`src/rtl/rf_scrub_ctrl_pkg.sv`:
```
// Shared types for the GPR scrubber: FSM state encoding, RF address type and last GPR index.
package rf_scrub_ctrl_pkg;
  localparam int RF_ADDR_W = 5;
  typedef logic [RF_ADDR_W-1:0] rf_add_t;
  localparam rf_add_t LAST_ADD = rf_add_t'(31);
  typedef enum logic [2:0] {IDLE, WAIT, READ, CMP, WRITE} rfscrub_state;
endpackage

```
`src/rtl/rf_par_sel.sv`:
```
// Picks the trustworthy copy of a duplicated, even-parity RF entry.
// sel=1 selects copy 1; fix asks for a rewrite; err flags an unresolvable mismatch.
module rf_par_sel #(
  parameter int XLEN = 32
) (
  input  logic [XLEN-1:0] val0,
  input  logic            par0,
  input  logic [XLEN-1:0] val1,
  input  logic            par1,
  output logic            sel,
  output logic            fix,
  output logic            err
);
  logic ok0, ok1, same;

  always_comb begin
    ok0  = ((^val0) == par0);
    ok1  = ((^val1) == par1);
    same = (val0 == val1) && (par0 == par1);
    sel  = ok1 & ~ok0;
    fix  = ~same & (ok0 ^ ok1);
    err  = ~same & ~(ok0 ^ ok1);
  end
endmodule

```
`src/rtl/rf_scrub_ctrl.sv`:
```
// Background scrubber and repair sequencer for the duplicated GPR file (x1..x31).
// Define RFSCRUB_STATS_EN to add saturating fix/error counters and a pass-complete pulse.
module rf_scrub_ctrl
  import rf_scrub_ctrl_pkg::*;
#(
  parameter int ADDR_W     = 5,
  parameter int XLEN       = 32,
  parameter int FIRST_ADD  = 1,
  parameter int RD_TIMEOUT = 64
) (
  input  logic              s_clk_i,
  input  logic              s_reset_i,
  input  logic              s_enable_i,
  input  logic [15:0]       s_interval_i,
  input  logic              s_rd_free_i,
  output logic              s_rd_req_o,
  output logic [ADDR_W-1:0] s_rd_add_o,
  input  logic [XLEN-1:0]   s_rd0_val_i,
  input  logic              s_rd0_par_i,
  input  logic [XLEN-1:0]   s_rd1_val_i,
  input  logic              s_rd1_par_i,
  input  logic              s_wb_we_i,
  input  logic [ADDR_W-1:0] s_wb_add_i,
  output logic              s_wr_we_o,
  output logic [ADDR_W-1:0] s_wr_add_o,
  output logic [XLEN-1:0]   s_wr_val_o,
  output logic              s_wr_par_o,
  output logic              s_fix_o,
  output logic              s_err_o,
  output logic              s_starve_o,
`ifdef RFSCRUB_STATS_EN
  output logic [15:0]       s_fix_cnt_o,
  output logic [15:0]       s_err_cnt_o,
  output logic              s_pass_o,
`endif
  output logic              s_busy_o
);
  localparam int WCNT_W = $clog2(RD_TIMEOUT + 1);
  localparam logic [ADDR_W-1:0] FIRST = ADDR_W'(FIRST_ADD);
  localparam logic [ADDR_W-1:0] LAST  = ADDR_W'(LAST_ADD);

  rfscrub_state      state;
  logic [ADDR_W-1:0] ptr, ptr_nxt;
  logic [15:0]       icnt;
  logic [WCNT_W-1:0] wcnt;
  logic [XLEN-1:0]   v0_q, v1_q, wr_val_q;
  logic              p0_q, p1_q, wr_par_q, starve_q;
  logic              sel, sel_fix, sel_err;
  logic              hz, wr_go, err_go, adv;

  rf_par_sel #(.XLEN(XLEN)) u_sel (
    .val0(v0_q), .par0(p0_q), .val1(v1_q), .par1(p1_q),
    .sel(sel), .fix(sel_fix), .err(sel_err)
  );

  // A writeback to the entry under inspection makes the captured data stale.
  always_comb begin
    hz      = s_wb_we_i && (s_wb_add_i == ptr);
    wr_go   = (state == WRITE) && !s_wb_we_i;
    err_go  = (state == CMP) && !hz && sel_err;
    adv     = ((state == CMP) && !hz && !sel_fix) || wr_go;
    ptr_nxt = (ptr == LAST) ? FIRST : ptr + ADDR_W'(1);
  end

  always_ff @(posedge s_clk_i) begin
    if (s_reset_i) begin
      state    <= IDLE;
      ptr      <= FIRST;
      icnt     <= '0;
      wcnt     <= '0;
      starve_q <= 1'b0;
      v0_q     <= '0;
      v1_q     <= '0;
      p0_q     <= 1'b0;
      p1_q     <= 1'b0;
      wr_val_q <= '0;
      wr_par_q <= 1'b0;
    end else begin
      if (adv) ptr <= ptr_nxt;
      case (state)
        IDLE:
          if (s_enable_i) begin
            icnt  <= s_interval_i;
            state <= WAIT;
          end
        WAIT:
          if (!s_enable_i) state <= IDLE;
          else if (icnt == '0) begin
            state <= READ;
            wcnt  <= '0;
          end else icnt <= icnt - 16'd1;
        READ:
          if (s_rd_free_i) begin
            v0_q     <= s_rd0_val_i;
            p0_q     <= s_rd0_par_i;
            v1_q     <= s_rd1_val_i;
            p1_q     <= s_rd1_par_i;
            starve_q <= 1'b0;
            if (hz) begin
              state <= WAIT;
              icnt  <= s_interval_i;
            end else state <= CMP;
          end else begin
            if (wcnt != WCNT_W'(RD_TIMEOUT)) wcnt <= wcnt + WCNT_W'(1);
            if (wcnt == WCNT_W'(RD_TIMEOUT - 1)) starve_q <= 1'b1;
          end
        CMP:
          if (hz) begin
            state <= WAIT;
            icnt  <= s_interval_i;
          end else if (sel_fix) begin
            state    <= WRITE;
            wr_val_q <= sel ? v1_q : v0_q;
            wr_par_q <= sel ? p1_q : p0_q;
          end else begin
            state <= s_enable_i ? WAIT : IDLE;
            icnt  <= s_interval_i;
          end
        WRITE:
          if (hz) begin
            state <= WAIT;
            icnt  <= s_interval_i;
          end else if (!s_wb_we_i) begin
            state <= s_enable_i ? WAIT : IDLE;
            icnt  <= s_interval_i;
          end
        default: state <= IDLE;
      endcase
    end
  end

  assign s_rd_req_o = (state == READ);
  assign s_rd_add_o = (state == READ) ? ptr : '0;
  assign s_wr_we_o  = wr_go;
  assign s_fix_o    = wr_go;
  assign s_wr_add_o = (state == WRITE) ? ptr : '0;
  assign s_wr_val_o = (state == WRITE) ? wr_val_q : '0;
  assign s_wr_par_o = (state == WRITE) ? wr_par_q : 1'b0;
  assign s_err_o    = err_go;
  assign s_starve_o = starve_q;
  assign s_busy_o   = (state == READ) || (state == CMP) || (state == WRITE);

`ifdef RFSCRUB_STATS_EN
  always_ff @(posedge s_clk_i) begin
    if (s_reset_i) begin
      s_fix_cnt_o <= '0;
      s_err_cnt_o <= '0;
      s_pass_o    <= 1'b0;
    end else begin
      if (wr_go && s_fix_cnt_o != 16'hFFFF) s_fix_cnt_o <= s_fix_cnt_o + 16'd1;
      if (err_go && s_err_cnt_o != 16'hFFFF) s_err_cnt_o <= s_err_cnt_o + 16'd1;
      s_pass_o <= adv && (ptr == LAST);
    end
  end
`endif
endmodule

```
`config.mk`:
```
export PLATFORM = sky130hd
export DESIGN_NAME = rf_scrub_ctrl
export DESIGN_NICKNAME = d
export VERILOG_FILES = /design/src/rtl/rf_scrub_ctrl_pkg.sv /design/src/rtl/rf_par_sel.sv /design/src/rtl/rf_scrub_ctrl.sv
export SDC_FILE = /design/constraint.sdc
export NUM_CORES = 1
export LEC_CHECK = 0
export CAP_MARGIN = 20
export CORE_AREA = 2 2 147 149
export DETAILED_ROUTE_END_ITERATION = 12
export DIE_AREA = 0 0 149 151
export DONT_BUFFER_PORTS = 1
export GPL_TIMING_DRIVEN = 0
export HOLD_SLACK_MARGIN = 0.08
export PLACE_DENSITY = 0.53
export SYNTH_ARGS = -nofsm -noshare
export SYNTH_HDL_FRONTEND = slang
export SYNTH_SLANG_ARGS = --single-unit
```
`constraint.sdc`:
```
create_clock -name s_clk_i -period 2.65 [get_ports s_clk_i]
set_input_delay 0.53 -clock s_clk_i [delete_from_list [all_inputs] [get_ports s_clk_i]]
set_output_delay 0.53 -clock s_clk_i [all_outputs]
set_load 0.005 [all_outputs]
```
==> impl_metrics.json, run 1 <==
{
  "holdPathEnd": "state[1]$_SDFFE_PP0P_",
  "p_comb_frac": 0.394,
  "violations": "setup timing",
  "n_all_buffers": 74,
  "num_vias": 6395,
  "yosysWarnings": 0,
  "topCombFamilyByArea": "simple AND/OR/NAND/NOR gates",
  "inv_count": 11,
  "hold_depth": 1,
  "htreeDepth": 4,
  "relSlewSlack": 0.3405,
  "met3WireLength_um": 1744,
  "switching_share": 0.3644,
  "crit_arrival_ps": 2410,
  "drt-vias-per-instance": 5.246,
  "grt_max_degree": 17,
  "worstSetupStartpoint": "v1_q[15]$_SDFFE_PP0P_",
  "drt_iter0_drc": 343,
  "drtAntennaViolNets": 0,
  "p_seq_mw": 2.32,
  "fmax_mhz": 340.6,
  "antenna_found_initial": 0,
  "hp-class": "input pin to flip-flop",
  "path_clk_slew_ps": 60,
  "comb_share": 0.5199,
  "dp.cells": 1172,
  "fin_ws_ps": -286.0,
  "p_comb_mw": 3.12,
  "met1_usage": 0.2588,
  "synthArstFlopShare": 0,
  "synth-area-yosys_um2": 7167,
  "area_growth_pct": 24.39,
  "gr-total-overflow": 0,
  "top_cells_by_area": "dfxtp_1 (37%), xnor2_1 (12%), nand2_1 (8.5%)",
  "synth_nets": 995,
  "lay_top_count": "nand2_1",
  "top_usage_layer": "met2",
  "ys_ff": 131,
  "logic_area_um2": 4634,
  "io_buffers": 0,
  "buf_share": 0.06470,
  "netlist_area_um2": 7167,
  "layout_min_cycle_time_ps": 2936,
  "worst-path-buf-inv": 0,
  "setup_viol": 52,
  "holdBufCountCts": 0,
  "dr_wl_met2_um": 11040,
  "diodes": 0,
  "dpl.hpwl_um": 17160,
  "seq-cell-share": 0.3022,
  "required_ps": 2120,
  "synth_adder_area_share": 0.01047,
  "die_h_um": 151,
  "status": "finished with violations",
  "seqPwrFrac": 0.293,
  "wl_met1_um": 9964,
  "crit_top_cell": "xnor2_1",
  "report.final.slew_viol_count": 0,
  "ios": 141,
  "top_area_cell_class": "logic gates",
  "rsz0062_at_grt": "yes",
  "critPathTopFamily": "XOR/XNOR gates",
  "yosysTopAreaCell": "dfxtp_1",
  "cp.depth": 9,
  "ys_cells": 897,
  "max_stage_delay_ps": 360,
  "worstHoldStart": "s_rd_free_i",
  "cts_resized": 98,
  "regArea_um2": 2694,
  "firstDrtPassIters": 5,
  "crit_chain": "xor2_2 -> xnor2_1 -> xnor2_1 -> xnor2_1 -> xnor2_1 -> xnor2_2 -> ha_4 -> nand2_4 -> nor2_4",
  "syn_area_per_cell_um2": 7.990,
  "root_buffer": "clkbuf_16",
  "nWellTaps": 275,
  "synthAoiAreaFrac": 0.1645,
  "endpoint": "s_err_o",
  "r2r_setup_slack_ps": -220,
  "clock_cell_area_share": 0.06961,
  "dpl_cell_area_um2": 7516,
  "fillers": 2185,
  "wl_um": 23110,
  "largestRegisters": "v0_q: 32 flops, v1_q: 32 flops, wr_val_q: 32 flops",
  "grt_pass1_vias": 6266,
  "power_leakage_nw": 2.890,
  "ys_sh_simple": 0.2394,
  "fin_area_um2": 8915
}
==> run_1/placement.png <==
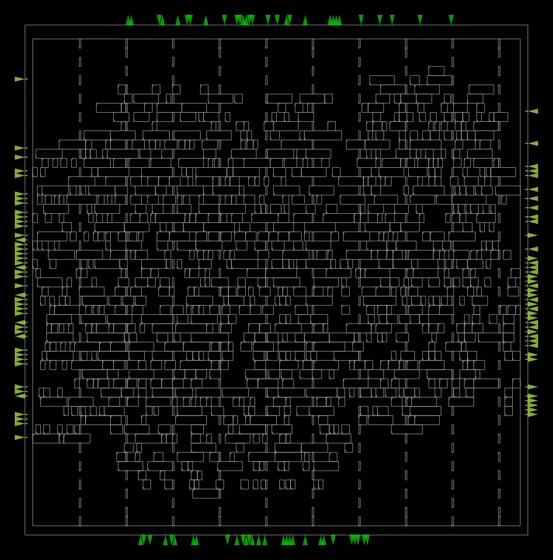
Util after Layout: 0.4281
FF+latch count: 131
core area: 20820 µm²
row count: 53
Final Non-Filler Cells: 1219

==> run_1/clk_routes.png <==
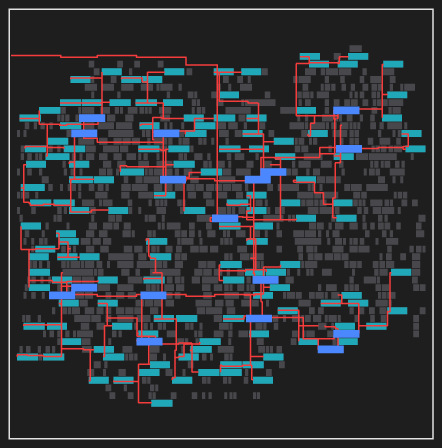
[blue] clock drivers | count: 17
[cyan] flip-flops | count: 131
[red] clock wires | length: 1870 µm
flops lie: widely spread
power share of the clock group: 0.313
P_clk: 2.47 mW
skew final: 10.56 ps
clk latency late pin: 420 ps

==> run_1/metal_density.png <==
30 x 30 tiles, from dark blue (low) to red (high), scaled to the fullest tile. Values are wire area over tile area, all layers added.
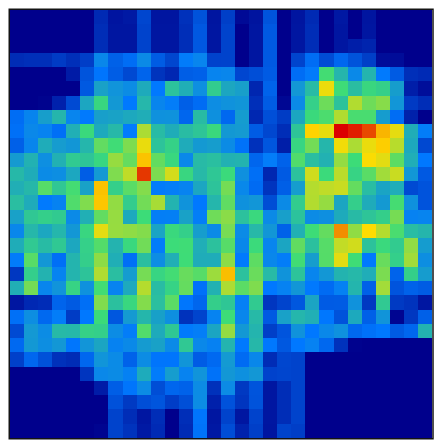
emptiest ninth of the die: lower right
nearly empty tiles: 17%
tiles over half the peak: 14%
mean over tiles: 0.17
fullest tile: 0.61

==> run_1/sizes.png <==
The bar under the picture is 50 µm long.
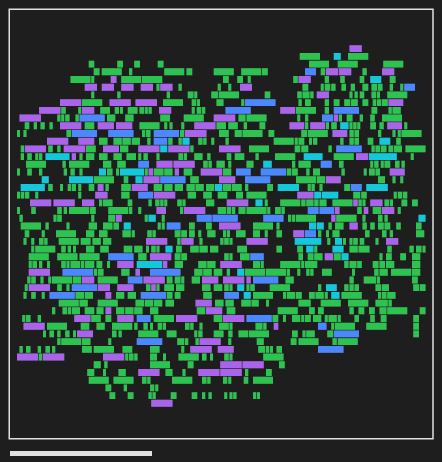
[green] _0 and _1 cells | cells: 746
[cyan] _3 and _4 cells | cells: 39
[blue] _6 and larger | cells: 43
[purple] _2 cells | cells: 116

==> run_1/flops_by_reg.png <==
The bar under the picture is 50 µm long.
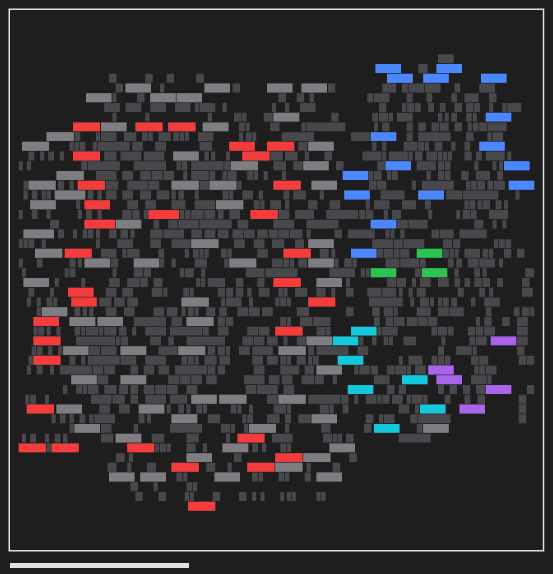

==> run 2, diff against run 1 <==
- GPL_TIMING_DRIVEN: 0 -> default
==> run_2/flops_by_reg.png <==
The bar under the picture is 50 µm long.
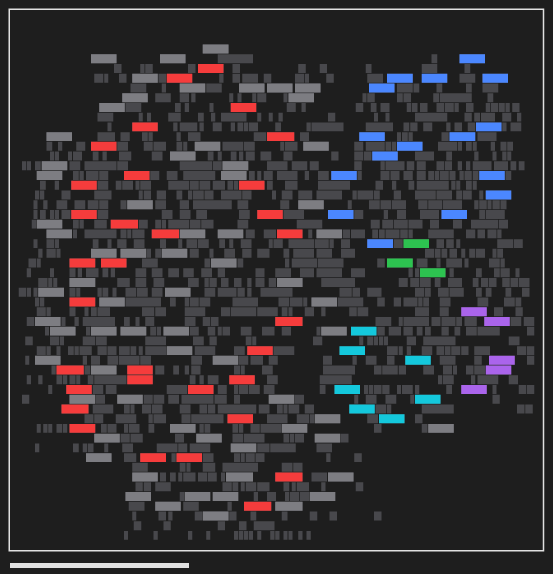
[green] state | placed flops: 3
[cyan] wcnt | placed flops: 7
[blue] icnt | placed flops: 16 | where: upper right
[purple] ptr | placed flops: 5
[red] v0_q | placed flops: 32
not coloured: 68

==> run 2 against run 1 <==
Register-to-register slack worse by 40 ps; die area did not move; combinational power grew 9.6%; power is 2.3% higher; area after synthesis unchanged; first-iteration DRC count increased by 20%; critical path depth rose by 1; worst setup slack worse by 1.1 ps; largest power group unchanged; synthesized cell count did not move; worst hold slack got worse by 45 ps; wire length is 3.8% lower; final area is 6.1% higher; the flow still finishes with violations (setup timing).
==> impl_metrics.json, run 2 <==
{
  "status": "finished with violations",
  "violations": "setup timing",
  "endpoint": "s_err_o",
  "post-route-util": 0.4545,
  "worstSkewPairLatency_ps": 430,
  "inv_count": 11,
  "crit_chain": "xor2_2 -> xnor2_2 -> xnor2_2 -> xnor2_2 -> xnor2_1 -> xnor2_1 -> ha_2 -> buf_6 -> nand2_4 -> nor2_4",
  "seq-cell-share": 0.2785,
  "comb_share": 0.4958,
  "root_buffer": "clkbuf_16",
  "antenna_found_initial": 0,
  "grt_max_degree": 124,
  "yosysWarnings": 0,
  "crit_top_cell": "xnor2_2",
  "topCombFamilyByArea": "simple AND/OR/NAND/NOR gates",
  "fmax_mhz": 340.5,
  "yosysTopAreaCell": "dfxtp_1",
  "netlist_area_um2": 7167,
  "synthArstFlopShare": 0,
  "area_growth_pct": 32.04,
  "clock_skew_ps": 11.37,
  "met1_usage": 0.2691,
  "clock_power_mw": 2.38,
  "top_cells_by_area": "dfxtp_1 (37%), xnor2_1 (12%), nand2_1 (8.5%)",
  "wl_um": 22220,
  "required_ps": 2120,
  "stdcell_count": 1261,
  "htreeDepth": 4,
  "max_stage_delay_ps": 380,
  "dr_wl_met2_um": 10450,
  "die_h_um": 151,
  "largestRegisters": "v0_q: 32 flops, v1_q: 32 flops, wr_val_q: 32 flops",
  "seqPwrFrac": 0.282,
  "n_all_buffers": 116,
  "synthAoiAreaFrac": 0.1645,
  "top_area_cell_class": "logic gates",
  "critPathTopFamily": "XOR/XNOR gates",
  "io_buffers": 0,
  "flop-count": 131,
  "core-area_um2": 20820,
  "ys_ff": 131,
  "hold_depth": 1,
  "synth-area-yosys_um2": 7167,
  "buf_share": 0.1222,
  "syn_area_per_cell_um2": 7.990,
  "firstDrtPassIters": 7,
  "nWellTaps": 275,
  "clkPwrFrac": 0.295,
  "ios": 141,
  "path_clk_slew_ps": 60,
  "wl_met1_um": 10380,
  "cp.depth": 10,
  "fin_area_um2": 9463,
  "dpl_cell_area_um2": 8124,
  "holdBufCountCts": 0,
  "ys_cells": 897,
  "gr-total-overflow": 0,
  "lay_top_count": "nand2_1",
  "r2r_setup_slack_ps": -260,
  "setup_viol": 50,
  "drtAntennaViolNets": 0,
  "power_leakage_nw": 3.304,
  "report.final.slew_viol_count": 0,
  "grt_pass1_vias": 6342,
  "fin_ws_ps": -287.1,
  "crit_arrival_ps": 2410,
  "clock_cell_area_share": 0.06281,
  "drt-vias-per-instance": 5.189,
  "fillers": 2100,
  "dp.cells": 1212,
  "worstSetupStartpoint": "v0_q[9]$_SDFFE_PP0P_",
  "worst-path-buf-inv": 1
}
==> run_2/sizes.png <==
The bar under the picture is 50 µm long.
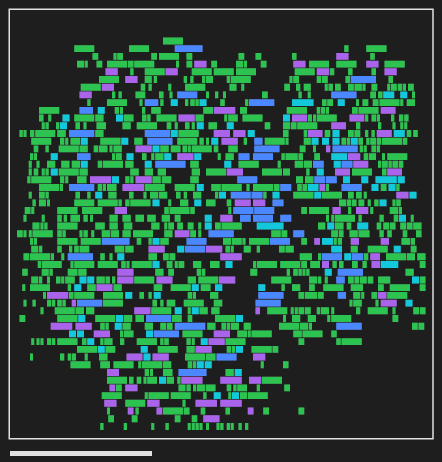

==> run 3, diff against run 2 <==
- CELL_PAD_IN_SITES_DETAIL_PLACEMENT: default -> 1
- CELL_PAD_IN_SITES_GLOBAL_PLACEMENT: default -> 1
- PLACE_DENSITY: 0.53 -> 0.67
==> run_3/sizes.png <==
The bar under the picture is 50 µm long.
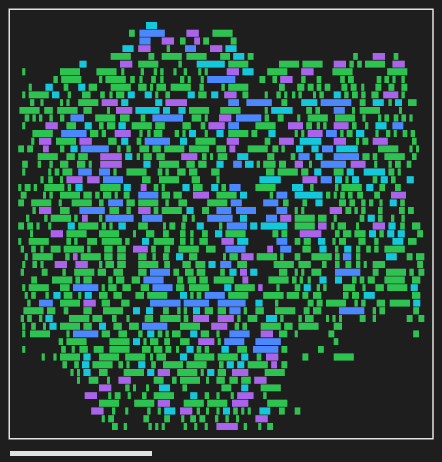
[cyan] _3 and _4 cells | cells: 125
[blue] _6 and larger | cells: 64
[green] _0 and _1 cells | cells: 731
[purple] _2 cells | cells: 83
finished layout cell area: 9794 µm²
nonclk buf count: 133

==> run 3 against run 2 <==
The flow still finishes with violations (setup timing); combinational power increased by 4%; count of clock-buffer cells in the layout unchanged; clock skew increased by 11 ps; worst hold slack got worse by 6.4 ps; first-iteration DRC count decreased by 31%; area after synthesis unchanged; critical path depth unchanged; sequential power about the same; final area increased by 3.5%; wire length increased by 13%; die area unchanged; power increased by 3.3%.
==> impl_metrics.json, run 3 <==
{
  "status": "finished with violations",
  "violations": "setup timing",
  "dpl_cell_area_um2": 8202,
  "ios": 141,
  "synthArstFlopShare": 0,
  "dp.cells": 1219,
  "critPathTopFamily": "XOR/XNOR gates",
  "fillers": 2449,
  "logic_area_um2": 4830,
  "drt_iter0_drc": 284,
  "ys_ff": 131,
  "antenna_found_initial": 0,
  "setup_viol": 50,
  "layout_min_cycle_time_ps": 3029,
  "p_seq_mw": 2.28,
  "grt_max_degree": 124,
  "htreeDepth": 4,
  "synth-area-yosys_um2": 7167,
  "lay_top_count": "nand2_1",
  "wl_met1_um": 11020,
  "clock_skew_ps": 22.18,
  "crit_arrival_ps": 2500,
  "worst-path-buf-inv": 1,
  "clock_cell_area_share": 0.06336,
  "flop-count": 131,
  "core-area_um2": 20820,
  "yosysWarnings": 0,
  "clkPwrFrac": 0.301,
  "ys_sh_simple": 0.2394,
  "top_usage_layer": "met2",
  "largestRegisters": "v0_q: 32 flops, v1_q: 32 flops, wr_val_q: 32 flops",
  "holdBufCountCts": 0,
  "cts_resized": 30,
  "area_growth_pct": 36.66,
  "crit_top_cell": "xnor2_1",
  "inv_count": 11,
  "r2r_setup_slack_ps": -360,
  "root_buffer": "clkbuf_16",
  "worstSkewPairLatency_ps": 440,
  "worstSetupStartpoint": "v0_q[9]$_SDFFE_PP0P_",
  "yosysTopAreaCell": "dfxtp_1",
  "post-route-util": 0.4704,
  "rsz0062_at_grt": "yes",
  "power_leakage_nw": 3.424,
  "path_clk_slew_ps": 60,
  "wl_um": 25060,
  "fin_ws_ps": -378.9,
  "holdPathEnd": "icnt[2]$_SDFFE_PP0P_"
}
Power figures rest on the tool's default switching activity, not on a simulated workload.
